--- src/rtl/uart_tx.sv ---
// uart_tx: serial UART transmitter driven by a shared baud tick.
//   A one-entry holding register takes words over valid/ready; the shift register
//   serialises start(0), DATA_WIDTH bits LSB first, optional parity and 1-2 stop(1)
//   bits. A word waiting in the holding register starts right after the last stop
//   bit, so back-to-back frames have no idle gap.
// Ports:
//   clk      system clock, all logic on posedge
//   rst_n    asynchronous active-low reset
//   tick     one-clk strobe per bit period
//   data_in  word to send, captured when valid && ready
//   valid    data_in valid
//   ready    holding register empty (combinational)
//   tx       serial line, registered, idle high
//   busy     high in any state other than idle
//   done     one-clk pulse on the tick that ends the last stop bit
module uart_tx #(
  parameter int unsigned DATA_WIDTH = 8,
  parameter int unsigned PARITY_EN  = 0,
  parameter int unsigned PARITY_ODD = 0,
  parameter int unsigned STOP_BITS  = 1
) (
  input  logic                  clk,
  input  logic                  rst_n,
  input  logic                  tick,
  input  logic [DATA_WIDTH-1:0] data_in,
  input  logic                  valid,
  output logic                  ready,
  output logic                  tx,
  output logic                  busy,
  output logic                  done
);

  localparam int unsigned CntW = $clog2(DATA_WIDTH) + 1;

  typedef enum logic [2:0] {StIdle, StStart, StData, StParity, StStop} state_e;

  state_e                state_q, state_d;
  logic [DATA_WIDTH-1:0] hold_q, hold_d;
  logic [DATA_WIDTH-1:0] shift_q, shift_d;
  logic                  hold_full_q, hold_full_d;
  logic                  tx_q, tx_d;
  logic                  done_q, done_d;
  logic                  parity_q, parity_d;
  logic                  stop_cnt_q, stop_cnt_d;
  logic [CntW-1:0]       bit_cnt_q, bit_cnt_d;
  logic                  accept, load, last_data, last_stop;

  assign ready     = ~hold_full_q;
  assign accept    = valid & ~hold_full_q;
  assign last_data = (bit_cnt_q == CntW'(DATA_WIDTH - 1));
  assign last_stop = (STOP_BITS == 1) || stop_cnt_q;
  // Transfer hold -> shift from idle, or straight out of the final stop bit.
  assign load      = tick && hold_full_q &&
                     ((state_q == StIdle) || ((state_q == StStop) && last_stop));

  // State register
  always_ff @(posedge clk or negedge rst_n) begin
    if (!rst_n) begin
      state_q <= StIdle;
    end else begin
      state_q <= state_d;
    end
  end

  // Next-state logic
  always_comb begin
    state_d = state_q;
    if (tick) begin
      unique case (state_q)
        StIdle:   if (hold_full_q) state_d = StStart;
        StStart:  state_d = StData;
        StData:   if (last_data) state_d = (PARITY_EN != 0) ? StParity : StStop;
        StParity: state_d = StStop;
        StStop:   if (last_stop) state_d = hold_full_q ? StStart : StIdle;
        default:  state_d = StIdle;
      endcase
    end
  end

  // Datapath / output next values
  always_comb begin
    hold_d      = hold_q;
    hold_full_d = hold_full_q;
    shift_d     = shift_q;
    tx_d        = tx_q;
    done_d      = 1'b0;
    parity_d    = parity_q;
    stop_cnt_d  = stop_cnt_q;
    bit_cnt_d   = bit_cnt_q;

    // accept and load are exclusive: accept needs an empty holder, load a full one.
    if (accept) begin
      hold_d      = data_in;
      hold_full_d = 1'b1;
    end

    if (tick) begin
      unique case (state_q)
        StStart: begin
          tx_d      = shift_q[0];
          shift_d   = shift_q >> 1;
          bit_cnt_d = '0;
        end
        StData: begin
          if (last_data) begin
            tx_d       = (PARITY_EN != 0) ? parity_q : 1'b1;
            stop_cnt_d = 1'b0;
          end else begin
            tx_d      = shift_q[0];
            shift_d   = shift_q >> 1;
            bit_cnt_d = bit_cnt_q + CntW'(1);
          end
        end
        StParity: begin
          tx_d       = 1'b1;
          stop_cnt_d = 1'b0;
        end
        StStop: begin
          if (last_stop) begin
            done_d     = 1'b1;
            tx_d       = 1'b1;
            stop_cnt_d = 1'b0;
          end else begin
            stop_cnt_d = 1'b1;
          end
        end
        default: ;
      endcase
    end

    // Load last so the start bit overrides the stop-bit default above.
    if (load) begin
      shift_d     = hold_q;
      hold_full_d = 1'b0;
      parity_d    = (^hold_q) ^ (PARITY_ODD != 0);
      tx_d        = 1'b0;
    end
  end

  always_ff @(posedge clk or negedge rst_n) begin
    if (!rst_n) begin
      hold_q      <= '0;
      hold_full_q <= 1'b0;
      shift_q     <= '0;
      tx_q        <= 1'b1;
      done_q      <= 1'b0;
      parity_q    <= 1'b0;
      stop_cnt_q  <= 1'b0;
      bit_cnt_q   <= '0;
    end else begin
      hold_q      <= hold_d;
      hold_full_q <= hold_full_d;
      shift_q     <= shift_d;
      tx_q        <= tx_d;
      done_q      <= done_d;
      parity_q    <= parity_d;
      stop_cnt_q  <= stop_cnt_d;
      bit_cnt_q   <= bit_cnt_d;
    end
  end

  assign tx   = tx_q;
  assign done = done_q;
  assign busy = (state_q != StIdle);

endmodule
--- config.mk ---
export PLATFORM = sky130hd
export DESIGN_NAME = uart_tx
export DESIGN_NICKNAME = d
export VERILOG_FILES = /design/src/rtl/uart_tx.sv
export SDC_FILE = /design/constraint.sdc
export NUM_CORES = 1
export LEC_CHECK = 0
export CAP_MARGIN = 20
export CELL_PAD_IN_SITES_DETAIL_PLACEMENT = 2
export CELL_PAD_IN_SITES_GLOBAL_PLACEMENT = 2
export CORE_ASPECT_RATIO = 0.75
export CORE_UTILIZATION = 35
export DETAILED_ROUTE_END_ITERATION = 6
export PLACE_DENSITY = 0.8
export RECOVER_POWER = 100
export REMOVE_ABC_BUFFERS = 1
export SLEW_MARGIN = 0
export SYNTH_ARGS = -nofsm -noshare
export SYNTH_HDL_FRONTEND = slang
export SYNTH_SLANG_ARGS = --single-unit
--- constraint.sdc ---
create_clock -name clk -period 2.1 [get_ports clk]
set_input_delay 0.63 -clock clk [delete_from_list [all_inputs] [get_ports clk]]
set_output_delay 0.63 -clock clk [all_outputs]
set_load 0.02 [all_outputs]
==> run_1/m3.png <==
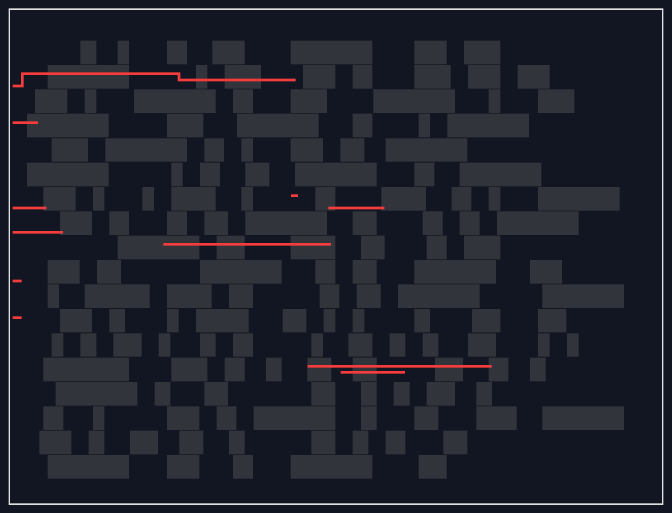
The layer holds 2.8% of the routed length. The longest straight run is 20.2 um. The wires run mostly horizontal.

==> run_1/ff_map.png <==
The bar under the picture is 20 um long. Other sequential cells in the stronger gray, the rest of the logic in the fainter gray.
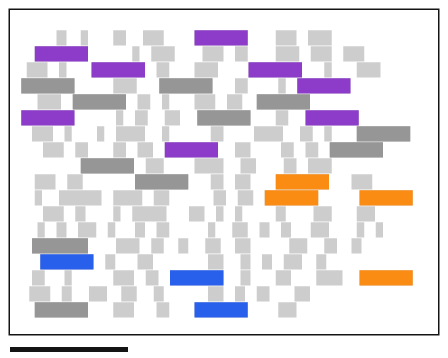
Orange is bit_cnt_q, sequential cells 4, where east. Purple is hold_q, sequential cells 8. Blue is state_q, sequential cells 3.

==> run_1/m2.png <==
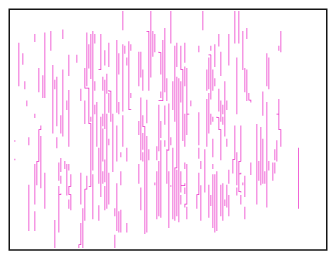
The layer holds 47% of the routed length. The layer carries 1640 um of wire. The longest straight run is 33.0 um.

==> run_1/m1.png <==
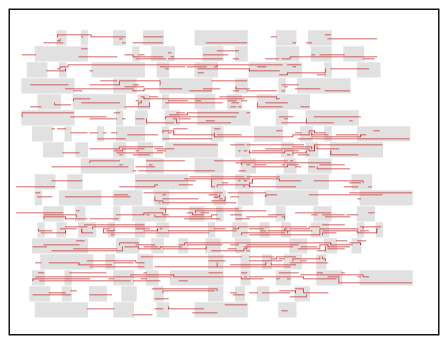
The wires run mostly horizontal. The layer carries 1710 um of wire.

==> GITHUB_STEP_SUMMARY, run 1 <==
### Yosys + OpenROAD results

| Metric | Value |
|---|---|
| Number of cells in the yosys synthesis report | `about 130` |
| Least-Margin Pin Slew | `around 0.66 ns` |
| Core area | `about 0.0034 mm2` |
| Status | `completed` |
| Hold Slack | `around 0.52 ns` |
| Post-DR wirelength/cell | `17.6 um` |
| Final Hold Viols | `0` |
| Final Wtd Congestion | `about 0.84` |
| Post-synthesis register bit count | `26` |
| Die area | `around 0.004 mm2` |
| Final setup viols | `0` |
| GRT overflow | `0` |
| DR WL met3 | `just under 100 um` |
| Slew margin rel. | `about 56%` |
| # diodes | `0` |
| Worst path slowest cell | `clkdlybuf4s50_1` |
| Register area | `around 650 um2` |
| Worst Setup Start Kind | `flop` |
| Initial drt markers | `~76` |
| Uppermost layer routed | `met4` |
| Post-CTS Hold Fix Bufs | `0` |
| Row cnt | `18` |
| Largest net degree at the start of global routing | `27` |
| CP Max Fanout | `3` |
| Metal-1 WL | `~1700 um` |
| Setup Skew | `0.00405 ns` |
| Clock Tree Buf Depth | `2` |
| Vias in the first global route | `around 1.1k` |
| Gate Area | `581 um2` |
| Post-CTS setup repair buffer count | `0` |
| Count of tool warnings | `25` |
| Die H | `55.1 um` |
| WP data required | `1.47 ns` |
run 1: worst register-to-register path, delay by kind of cell (launching register included):
| family | cells | cell delay, ns |
|---|---|---|
| AOI/OAI and AO/OA | 1 | 0.14 |
| adders and majority gates | 1 | 0.27 |
| DFF | 1 | 0.43 |
| and+or+nand+nor | 2 | 0.78 |
run 1: sequential cells by signal (all words and copies together) (netlist names):
signal	flops
hold_full_q	1
state_q	3
hold_q	8
bit_cnt_q	4
shift_q	8
tx	1
done	1
run 1: routing by layer:
metal / GRT usage [%] / up-vias
li1: - / 511
met1: 28.4 / 558
met2: 30.5 / 14
met5: 0 / -
met4: 1.96 / 0
met3: 4.35 / 2
run 1: stage by stage:
stage / setup TNS [ns] / setup slack, ns / instance area (um2) / cells / util, %
after floorplan: 0 / 0.487 / 1250 / 117 / -
after global placement: -0.00307 / -0.00307 / 1560 / 192 / 45.4
after detailed placement: 0 / 0.00265 / 1560 / 192 / 45.4
after CTS: 0 / 0.0390 / 1610 / 196 / 47.0
after global routing: 0 / 0.00468 / 1600 / 196 / 46.7
final: 0 / 0.0481 / 1600 / 196 / 46.7
run 1: timing repair:
action / in CTS / in global routing
gates resized: 1 / 0
endpoints found under the hold margin: 0 / 0
endpoints found under the setup margin: 1 / 0
run 1: synth_stat cells:
master / n / area [um2]
a21oi_1: 2 / 10.0
a221oi_1: 2 / 17.5
a31oi_1: 9 / 56.3
and3_1: 1 / 6.26
and3b_1: 1 / 8.76
and4_2: 1 / 10.0
and4b_2: 1 / 11.3
buf_2: 5 / 25.0
buf_4: 1 / 7.51
buf_6: 1 / 11.3
clkbuf_1: 4 / 15.0
dfrtp_1: 25 / 626
dfstp_2: 1 / 26.3
ha_1: 1 / 12.5
inv_1: 5 / 18.8
inv_2: 1 / 3.75
mux2_2: 7 / 78.8
nand2_1: 4 / 15.0
nand2b_1: 2 / 12.5
nand2b_2: 1 / 8.76
nand3_1: 4 / 20.0
nand4_1: 7 / 43.8
nand4b_1: 2 / 17.5
nand4bb_1: 1 / 11.3
nor2_1: 9 / 33.8
nor2b_1: 2 / 12.5
nor3_1: 1 / 5.00
o211ai_1: 3 / 22.5
o21a_1: 1 / 7.51
o21ai_0: 9 / 45.0
o22ai_1: 1 / 6.26
o311ai_0: 1 / 8.76
o31ai_1: 7 / 52.6
or3_1: 1 / 6.26
or4_1: 2 / 15.0
xnor2_2: 1 / 16.3
xor2_1: 1 / 8.76
run 1: cell type report:
cell class                      count  share of cell area [%]
Sequential cell                    26                    40.8
Multi-Input combinational cell     85                    36.3
Timing Repair Buffer               25                    14.2
Tap cell                           50                    3.91
Clock buffer                        4                    3.44
Inverter                            6                    1.41
run 1: final timing paths:
kind,start,end,slack [ns],cells after the start
worst max-delay path,tx,tx,0.05,1
worst min-delay path,hold_q[4],hold_q[4],0.52,1
worst max register to register,bit_cnt_q[0],shift_q[7],0.34,4
worst min register to register,hold_q[4],hold_q[4],0.52,1
max in group asynchronous,rst_n,bit_cnt_q[3],0.77,2
min in group asynchronous,rst_n,done,0.91,2
run 1: where the power goes:
group	switching [mW]	internal [mW]
combinational	0.579	0.461
sequential	0.177	0.748
clock	0.169	0.168
==> run 2: changes to the inputs <==
--- a/config.mk
+++ b/config.mk
@@ -14,6 +14,7 @@
 export PLACE_DENSITY = 0.8
 export RECOVER_POWER = 100
 export REMOVE_ABC_BUFFERS = 1
+export SKIP_CTS_REPAIR_TIMING = 1
 export SLEW_MARGIN = 0
 export SYNTH_ARGS = -nofsm -noshare
 export SYNTH_HDL_FRONTEND = slang
==> GITHUB_STEP_SUMMARY, run 2 <==
### Yosys + OpenROAD results

| Metric | Value |
|---|---|
| Asr flop ratio synth | `100% (unchanged)` |
| Clock Tree Buf Depth | `2 (unchanged)` |
| Number of cells in the yosys synthesis report | `128 (unchanged)` |
| Hold Slack | `0.521 ns (+0.0000970 ns)` |
| Worst setup path startpoint | `tx` |
| Final Hold Viols | `0 (unchanged)` |
| Area leader share | `47.6% (unchanged)` |
| CTS tree | `built` |
| Slew margin rel. | `55.8% (+0.12 points)` |
| R2R depth | `4 (unchanged)` |
| GRT overflow | `0 (unchanged)` |
| Die area | `0.00401 mm2 (unchanged)` |
| Final Util | `46.6% (-0.15 points)` |
| Least-Margin Pin Slew | `0.663 ns (-0.00182 ns)` |
| Worst Setup Start Kind | `flop` |
| Main synth FF type | `dfrtp_1` |
| Filler instances | `between 300 and 400` |
| Final worst slack | `0.0476 ns (-0.000552 ns)` |
| Row cnt | `18 (unchanged)` |
| Flip-flops with a built-in enable | `0 (unchanged)` |
| Reg2reg setup slack | `0.34 ns (about the same)` |
| Largest net degree at the start of global routing | `27 (unchanged)` |
| Post-DR wirelength/cell | `17.8 um (+0.81%)` |
| Reg-to-Reg End | `shift_q[7]` |
| Cell accounting for the most synthesized area | `dfrtp_1` |
| Count of tool warnings | `25 (unchanged)` |
| Setup Skew | `0.00414 ns (+0.0000955 ns)` |
| Vias in the first global route | `1059 (unchanged)` |
| Worst path slowest cell | `clkdlybuf4s50_1` |
| Most common library cells after synthesis | `25 x dfrtp_1, 9 x a31oi_1, 9 x nor2_1, 9 x o21ai_0` |
| Finished Layout Cells | `196 (unchanged)` |
| Setup_tns | `0 ns (unchanged)` |
| Post-DP Area | `0.00156 mm2 (unchanged)` |
| CP endpoint | `tx` |
| Core area | `0.00342 mm2 (unchanged)` |
| Top flop regs | `hold_q: 8 flops, shift_q: 8 flops, bit_cnt_q: 4 flops` |
| Status | `completed` |
| Cell with the most instances after synthesis | `dfrtp_1` |
| DP Worst Slack | `0.00265 ns (unchanged)` |
| Initial drt markers | `40 (-47%)` |
| Final Wtd Congestion | `0.844 (unchanged)` |
| Final setup viols | `0 (unchanged)` |
| Post-synthesis register bit count | `26 (unchanged)` |
| Placed Cells incl. Taps | `192 (unchanged)` |
| Design area | `0.00159 mm2 (-0.31%)` |
==> run 2: cell counts after synthesis <==
Identical to the previous run, type by type.
==> run 2: metal layers <==
layer / vias up / global-route usage (%) / part of all wire, %
li1: 512 / - / -
met1: 555 / 28.4 / 50
met2: 14 / 30.4 / 47
met3: 2 / 4.35 / 2.6
met4: 0 / 1.96 / 0.34
met5: - / 0 / 0
==> run 2: cell type report <==
| cell class | instances | area [um2] | area share [%] |
|---|---|---|---|
| Timing Repair Buffer | 25 | 221 | 13.9 |
| Tap cell | 50 | 62.6 | 3.92 |
| Sequential cell | 26 | 652 | 40.9 |
| Multi-Input combinational cell | 85 | 581 | 36.4 |
| Inverter | 6 | 22.5 | 1.41 |
| Clock buffer | 4 | 55.1 | 3.45 |
==> run 2: worst min path at each step <==
stage	from	to	slack [ns]
final	hold_q[4]	hold_q[4]	0.52
after global routing	hold_q[6]	hold_q[6]	0.54
after CTS	hold_q[6]	hold_q[6]	0.52
after detailed placement	hold_q[6]	hold_q[6]	0.50
after global placement	hold_q[5]	hold_q[5]	0.50
after floorplan	rst_n	bit_cnt_q[0]	0.33
==> run 2: power by group <==
group | internal [mW] | total [mW] | switching, mW
Sequential | 0.748 | 0.925 | 0.177
Clock | 0.168 | 0.337 | 0.169
Combinational | 0.454 | 1.04 | 0.582
==> run 2: cells by family (layout without fill, tap and decap cells) <==
kind of cell	after synthesis	count (layout)	share of synthesized area [%]
simple gates	40	40	18.1
fa+ha+maj	1	1	0.952
mux	7	7	6.00
xor+xnor	2	2	1.91
buf+inv	17	35	6.19
flops	26	26	49.6
compound gates	35	35	17.2
==> run_2/m2.png <==
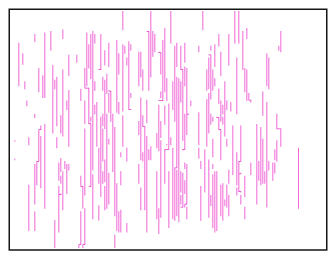
The wires run mostly vertical. The longest straight run is 33.0 um. The layer carries 1650 um of wire. 143 nets have wire on it.
M2 GR Usage: 30.4%
overall routed net length: 3480 um
routed vias: 1083

Power figures rest on the tool's default switching activity, not on a simulated workload.
